==> config.mk <==
export PLATFORM = sky130hd
export DESIGN_NAME = data_mem_access
export DESIGN_NICKNAME = d
export VERILOG_FILES = /design/src/rtl/mem_access_pkg.sv /design/src/rtl/mem_lane_align.sv /design/src/rtl/data_mem_access.sv
export SDC_FILE = /design/constraint.sdc
export NUM_CORES = 1
export LEC_CHECK = 0
export ABC_AREA = 1
export CORE_UTILIZATION = 46
export CTS_CLUSTER_DIAMETER = 30
export CTS_CLUSTER_SIZE = 40
export DETAILED_ROUTE_END_ITERATION = 8
export PLACE_DENSITY = 0.83
export SYNTH_ARGS = -nofsm -noshare
export SYNTH_HDL_FRONTEND = slang
export SYNTH_SLANG_ARGS = --single-unit
==> constraint.sdc <==
create_clock -name CPU_CLK -period 2.54 [get_ports CPU_CLK]
set_clock_uncertainty 0.15 [all_clocks]
set_input_delay 0.254 -clock CPU_CLK [delete_from_list [all_inputs] [get_ports CPU_CLK]]
set_output_delay 0.254 -clock CPU_CLK [all_outputs]
set_load 0.01 [all_outputs]
==> src/rtl/mem_access_pkg.sv <==
// -----------------------------------------------------------------------------
// mem_access_pkg
// Shared definitions for the MEM-stage data memory access controller:
//   - access size encodings (SZ_BYTE, SZ_HALF, SZ_WORD; 2'b11 behaves as word)
//   - controller state encoding
//   - size_mask():     right-aligned byte-enable mask for an access size
//   - is_misaligned(): true when an access crosses a word boundary
// -----------------------------------------------------------------------------
package mem_access_pkg;

    localparam logic [1:0] SZ_BYTE = 2'b00;
    localparam logic [1:0] SZ_HALF = 2'b01;
    localparam logic [1:0] SZ_WORD = 2'b10;

    typedef enum logic [1:0] {
        IDLE  = 2'd0,
        BEAT1 = 2'd1,
        BEAT2 = 2'd2,
        DONE  = 2'd3
    } state_t;

    function automatic logic [3:0] size_mask(input logic [1:0] size);
        logic [3:0] mask;
        case (size)
            SZ_BYTE: mask = 4'b0001;
            SZ_HALF: mask = 4'b0011;
            default: mask = 4'b1111;
        endcase
        return mask;
    endfunction

    // A half at offset 3 or a word at any non-zero offset spills into the
    // next word; bytes and halves at offsets 0..2 always fit.
    function automatic logic is_misaligned(input logic [1:0] size,
                                           input logic [1:0] offset);
        logic mis;
        case (size)
            SZ_BYTE: mis = 1'b0;
            SZ_HALF: mis = (offset == 2'd3);
            default: mis = (offset != 2'd0);
        endcase
        return mis;
    endfunction

endpackage

==> src/rtl/mem_lane_align.sv <==
// -----------------------------------------------------------------------------
// mem_lane_align
// Purely combinational byte-lane steering for one memory beat.
// Ports:
//   size         in  2   access size (mem_access_pkg encoding)
//   offset       in  2   byte offset of the access inside its first word
//   beat         in  1   0 = first beat (base word), 1 = second beat (next word)
//   wdata        in  32  right-aligned store data
//   rdata_lo     in  32  word returned by the first beat
//   rdata_hi     in  32  word returned by the second beat
//   be           out 4   byte enables for the selected beat
//   lane_wdata   out 32  store data shifted onto its byte lanes for the beat
//   merged_rdata out 32  split load re-assembled right-aligned, unused bytes 0
// -----------------------------------------------------------------------------
module mem_lane_align
    import mem_access_pkg::*;
(
    input  logic [1:0]  size,
    input  logic [1:0]  offset,
    input  logic        beat,
    input  logic [31:0] wdata,
    input  logic [31:0] rdata_lo,
    input  logic [31:0] rdata_hi,
    output logic [3:0]  be,
    output logic [31:0] lane_wdata,
    output logic [31:0] merged_rdata
);

    logic [3:0]  mask;
    logic [7:0]  be_wide;
    logic [63:0] wdata_wide;
    logic [4:0]  rshift;
    logic [5:0]  lshift;
    logic [31:0] keep;

    assign mask = size_mask(size);

    // Shifting into a double-width vector yields both beats at once: the low
    // half is what lands in the base word, the high half spills to the next.
    assign be_wide    = {4'b0000, mask} << offset;
    assign wdata_wide = {32'h0, wdata} << {offset, 3'b000};

    assign be         = beat ? be_wide[7:4]     : be_wide[3:0];
    assign lane_wdata = beat ? wdata_wide[63:32] : wdata_wide[31:0];

    // Upper bytes of the first word become the low bytes of the result and
    // the low bytes of the second word fill in above them.
    assign rshift = {offset, 3'b000};
    assign lshift = 6'd32 - {1'b0, rshift};
    assign keep   = {{8{mask[3]}}, {8{mask[2]}}, {8{mask[1]}}, {8{mask[0]}}};

    assign merged_rdata = ((rdata_lo >> rshift) | (rdata_hi << lshift)) & keep;

endmodule

==> src/rtl/data_mem_access.sv <==
// -----------------------------------------------------------------------------
// data_mem_access
// MEM-stage controller for a variable-latency word-wide data memory. Turns a
// byte-addressed load/store into one (or, for boundary-crossing accesses, two)
// word-addressed beats with byte enables, stalls the pipeline until the memory
// acknowledges, and registers the loaded word and byte offset for the
// write-back data extender.
//
// Build option: define MISALIGN_SPLIT_EN to split boundary-crossing accesses
// into two beats. Without it such requests are rejected (MisalignErr pulse, no
// memory traffic).
//
// Parameter:
//   ACK_TIMEOUT         0 = wait forever; N>0 aborts a beat after N cycles
//                       without MemAck (MisalignErr pulse, no LoadValidW)
// Ports:
//   CPU_CLK, CPU_RST_N  clock, asynchronous active-low reset
//   ReqValid/ReqWrite/ReqSize/ReqAddr/ReqWData   request from MEM stage
//   Stall               freeze pipeline up to and including MEM
//   MemReq/MemWe/MemAddr/MemBe/MemWData          memory beat (0 when idle)
//   MemAck/MemRData     one-cycle acknowledge with read data
//   LoadWordW/LoadedBytesSelectW/LoadValidW      registered load result
//   MisalignErr         one-cycle pulse on rejected or timed-out access
// -----------------------------------------------------------------------------
module data_mem_access
    import mem_access_pkg::*;
#(
    parameter int unsigned ACK_TIMEOUT = 0
) (
    input  logic        CPU_CLK,
    input  logic        CPU_RST_N,
    input  logic        ReqValid,
    input  logic        ReqWrite,
    input  logic [1:0]  ReqSize,
    input  logic [31:0] ReqAddr,
    input  logic [31:0] ReqWData,
    output logic        Stall,
    output logic        MemReq,
    output logic        MemWe,
    output logic [29:0] MemAddr,
    output logic [3:0]  MemBe,
    output logic [31:0] MemWData,
    input  logic        MemAck,
    input  logic [31:0] MemRData,
    output logic [31:0] LoadWordW,
    output logic [1:0]  LoadedBytesSelectW,
    output logic        LoadValidW,
    output logic        MisalignErr
);

`ifdef MISALIGN_SPLIT_EN
    localparam bit SPLIT_EN = 1'b1;
`else
    localparam bit SPLIT_EN = 1'b0;
`endif

    // The timer only ever holds 0..ACK_TIMEOUT-1 before the beat ends.
    localparam int unsigned TIMER_W = (ACK_TIMEOUT > 1) ? $clog2(ACK_TIMEOUT) : 1;

    state_t state_q, state_d;

    logic [31:0]        addr_q;
    logic [31:0]        wdata_q;
    logic [31:0]        beat1_q;
    logic [1:0]         size_q;
    logic               write_q;
    logic               split_q;
    logic [TIMER_W-1:0] timer_q;

    logic        in_beat;
    logic        second_beat;
    logic        req_misaligned;
    logic        timeout_hit;
    logic        accept;
    logic        reject;
    logic        beat1_ack;
    logic        finish_ok;
    logic        abort;
    logic [3:0]  beat_be;
    logic [31:0] beat_wdata;
    logic [31:0] merged_rdata;

    assign in_beat        = (state_q == BEAT1) || (state_q == BEAT2);
    assign second_beat    = (state_q == BEAT2);
    assign req_misaligned = is_misaligned(ReqSize, ReqAddr[1:0]);
    assign timeout_hit    = (ACK_TIMEOUT != 0) &&
                            (32'(timer_q) == ACK_TIMEOUT - 32'd1);

    mem_lane_align u_align (
        .size         (size_q),
        .offset       (addr_q[1:0]),
        .beat         (second_beat),
        .wdata        (wdata_q),
        .rdata_lo     (beat1_q),
        .rdata_hi     (MemRData),
        .be           (beat_be),
        .lane_wdata   (beat_wdata),
        .merged_rdata (merged_rdata)
    );

    // NOTE: every signal driven here gets a default before the case, so no
    // path leaves one unassigned and no latch is inferred.
    always_comb begin
        state_d   = state_q;
        accept    = 1'b0;
        reject    = 1'b0;
        beat1_ack = 1'b0;
        finish_ok = 1'b0;
        abort     = 1'b0;
        unique case (state_q)
            IDLE: begin
                if (ReqValid) begin
                    accept = 1'b1;
                    if (req_misaligned && !SPLIT_EN) begin
                        reject  = 1'b1;
                        state_d = DONE;
                    end else begin
                        state_d = BEAT1;
                    end
                end
            end
            BEAT1: begin
                if (MemAck) begin
                    if (split_q) begin
                        beat1_ack = 1'b1;
                        state_d   = BEAT2;
                    end else begin
                        finish_ok = 1'b1;
                        state_d   = DONE;
                    end
                end else if (timeout_hit) begin
                    abort   = 1'b1;
                    state_d = DONE;
                end
            end
            BEAT2: begin
                if (MemAck) begin
                    finish_ok = 1'b1;
                    state_d   = DONE;
                end else if (timeout_hit) begin
                    abort   = 1'b1;
                    state_d = DONE;
                end
            end
            DONE: state_d = IDLE;
            default: state_d = IDLE;
        endcase
    end

    // Stall is forced low while reset is asserted even if MEM still presents
    // a request, so every output reads 0 during reset.
    assign Stall    = CPU_RST_N && (in_beat || ((state_q == IDLE) && ReqValid));
    assign MemReq   = in_beat;
    assign MemWe    = in_beat && write_q;
    assign MemAddr  = in_beat ? (addr_q[31:2] + {29'd0, second_beat}) : 30'd0;
    assign MemBe    = in_beat ? beat_be : 4'd0;
    assign MemWData = in_beat ? beat_wdata : 32'd0;

    // NOTE: state is updated with non-blocking assignments so all registers
    // sample the same pre-edge values regardless of statement order.
    always_ff @(posedge CPU_CLK or negedge CPU_RST_N) begin
        if (!CPU_RST_N) begin
            state_q            <= IDLE;
            addr_q             <= '0;
            wdata_q            <= '0;
            beat1_q            <= '0;
            size_q             <= '0;
            write_q            <= 1'b0;
            split_q            <= 1'b0;
            timer_q            <= '0;
            LoadWordW          <= '0;
            LoadedBytesSelectW <= '0;
            LoadValidW         <= 1'b0;
            MisalignErr        <= 1'b0;
        end else begin
            state_q <= state_d;

            if (accept) begin
                addr_q  <= ReqAddr;
                size_q  <= ReqSize;
                wdata_q <= ReqWData;
                write_q <= ReqWrite;
                split_q <= SPLIT_EN && req_misaligned;
            end

            if (beat1_ack) begin
                beat1_q <= MemRData;
            end

            // Restart the wait count whenever a beat begins or ends.
            if (!in_beat || (state_d != state_q)) begin
                timer_q <= '0;
            end else begin
                timer_q <= timer_q + TIMER_W'(1);
            end

            LoadValidW  <= finish_ok && !write_q;
            MisalignErr <= reject || abort;

            if (finish_ok && !write_q) begin
                LoadWordW          <= split_q ? merged_rdata : MemRData;
                LoadedBytesSelectW <= split_q ? 2'b00 : addr_q[1:0];
            end
        end
    end

endmodule

m1.png
(4 px per micron) Supply wires on this layer in grey.
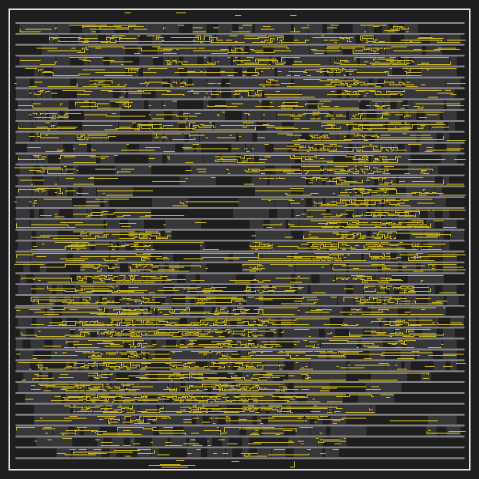
962 nets have wire on it. The longest straight run is 40.5 microns. The layer holds 40% of the routed length.
met1 usage: 0.3495
Vias: 6,016

port_trees.png
(3 px per micron)
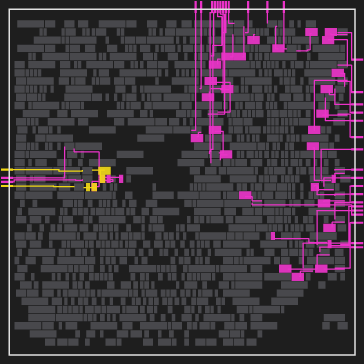
ReqSize: drawn in yellow, bits 2, direction input, edge west, end cells 4, buffers 2, wire 57.7 microns. ReqAddr: drawn in magenta, bits 32, direction input, edge 18 east, 12 north, 2 west, end cells 34, buffers 32, wire 965 microns.
I/O Buffers: 207
io pins: 208

==> changes_impl.md <==
## Implementation

* Status: finished, violations left
* Violated checks: negative setup slack
* Ant diodes at 0
* Synth async-reset ratio at 1.000
* Min Hold Slack at 0.2715 ns
* Non-clk buf share at 0.2576
* Top class by area: combinational gates
* Combinational power at 7.11 mW
* Buffers outside the clock class at 250
* Comb/total area at 0.3602
* Setup CP Type: reg2out
* Switching Share at 0.4531
* Slew margin rel. at 0.5957
* Clk power at 1.34 mW
* DRC viols at 0
* Setup crit start kind: flop
* Die height at 114.8 microns
* WL/cell at 15.81 microns
* Post-route minimum period at 2.647 ns
* Top cells excl fill/tap: nand2_1 (217), clkdlybuf4s50_1 (140), dfrtp_1 (105)
* Fin worst setup slack at -0.1067 ns
* Initial antenna violation count at 0
* Crit path max fanout at 5
* Worst setup path start: state_q[1]
* Final hold violation count at 0
* RSZ-0062 raised after global routing: yes
* Met3 WL at 1215 microns
* Yosys cell count at 749
* First-pass GRT wire length at 28,330 microns
* R2R Path Start: state_q[0]
* Flop+latch power at 3.21 mW
* Non-filler cells, final at 1,149
* Hold Crit Class: in2reg
* Syn Std Cell Area at 0.005851 sq mm
* Comb_multi_in at 561
* Combinational group share of total power at 0.610
* Flop share of the area at 0.3039
* Commonest non-fill, non-tap cell in the layout: nand2_1
* Top layer in use: met4
* Met2 WL post-DR at 9062 microns
* Fill cells at 996
* YS chip area at 0.005851 sq mm
* R2r endpoint: LoadedBytesSelectW[0]
* NetSw at 5.281 mW
* Worst-margin pin slew at 0.6064 ns
* Late-Pin Clk Latency at 0.35 ns
* # setup viols final at 9
* DRT met1 WL at 7344 microns
* Tap cells at 168
* Mapped Cells at 749
* LEAKAGE at 4.145 nW
* Crit path to: MemAddr[16]
* Clock Network Area Fraction at 0.03242
* CTS Buf Count at 9
* Top power group: combinational cells
* Final total power at 11.66 mW
* Post-cts hold buffer count at 1
* Number of logged tool warnings at 34
* Placed cell count at 1,117
* Fin. max-slew vios at 0
* Synthesis Warnings at 0
* Final Wtd Congestion at 0.9323
* WHS Endpoint: LoadWordW[28]
* Reg2Reg Setup Slack at 0.34 ns
* Flops after synth at 105
* Core area at 0.01221 sq mm
-- cells in the mapped netlist (5+ instances only) --
| master | count | area (sq um) |
|---|---|---|
| o21ai_0 | 62 | 310.3 |
| nor2_1 | 88 | 330.3 |
| buf_2 | 17 | 85.08 |
| nand3_1 | 23 | 115.1 |
| clkbuf_1 | 13 | 48.80 |
| a21oi_1 | 65 | 325.3 |
| ha_1 | 6 | 75.07 |
| inv_1 | 47 | 176.4 |
| nand2_1 | 219 | 822.0 |
| mux2_2 | 47 | 529.3 |
| or2_2 | 5 | 31.28 |
| o22ai_1 | 13 | 81.33 |
| dfrtp_1 | 105 | 2628 |
-- worst max-delay path: stages (launching register included) --
cell and delay [ns]:
dfrtp_1 0.40, buf_6 0.12, ha_4 0.13, buf_6 0.09, ha_4 0.13, nand2_4 0.06, nor2_4 0.18, nand2_4 0.08
buf_12 0.13, nor2_4 0.17, nand2_1 0.08, nand2_1 0.11, nor2_2 0.04, buf_2 0.15
-- logic make-up (layout without fill, tap and decap cells) --
group	Yosys count	after routing	synth area share
xor+xnor	1	1	0.001497
fa+ha+maj	6	6	0.01283
mux	51	51	0.09731
simple gates	357	357	0.2502
flops	105	105	0.4491
compound gates	146	146	0.1307
buf+inv	83	315	0.05838
-- routing by layer --
| layer | track usage | vias up |
|---|---|---|
| li1 | - | 2903 |
| met1 | 0.3495 | 2799 |
| met2 | 0.4711 | 268 |
| met3 | 0.05324 | 46 |
| met4 | 0.1273 | 0 |
| met5 | 0 | - |
-- sequential cells by signal, indices dropped and copies added, names as in the netlist --
signal and flops:
LoadWordW 32, MisalignErr 1, state_q 2, LoadValidW 1, wdata_q 32, write_q 1, size_q 2, LoadedBytesSelectW 2
addr_q 32
Power and IR drop assume default switching activity.
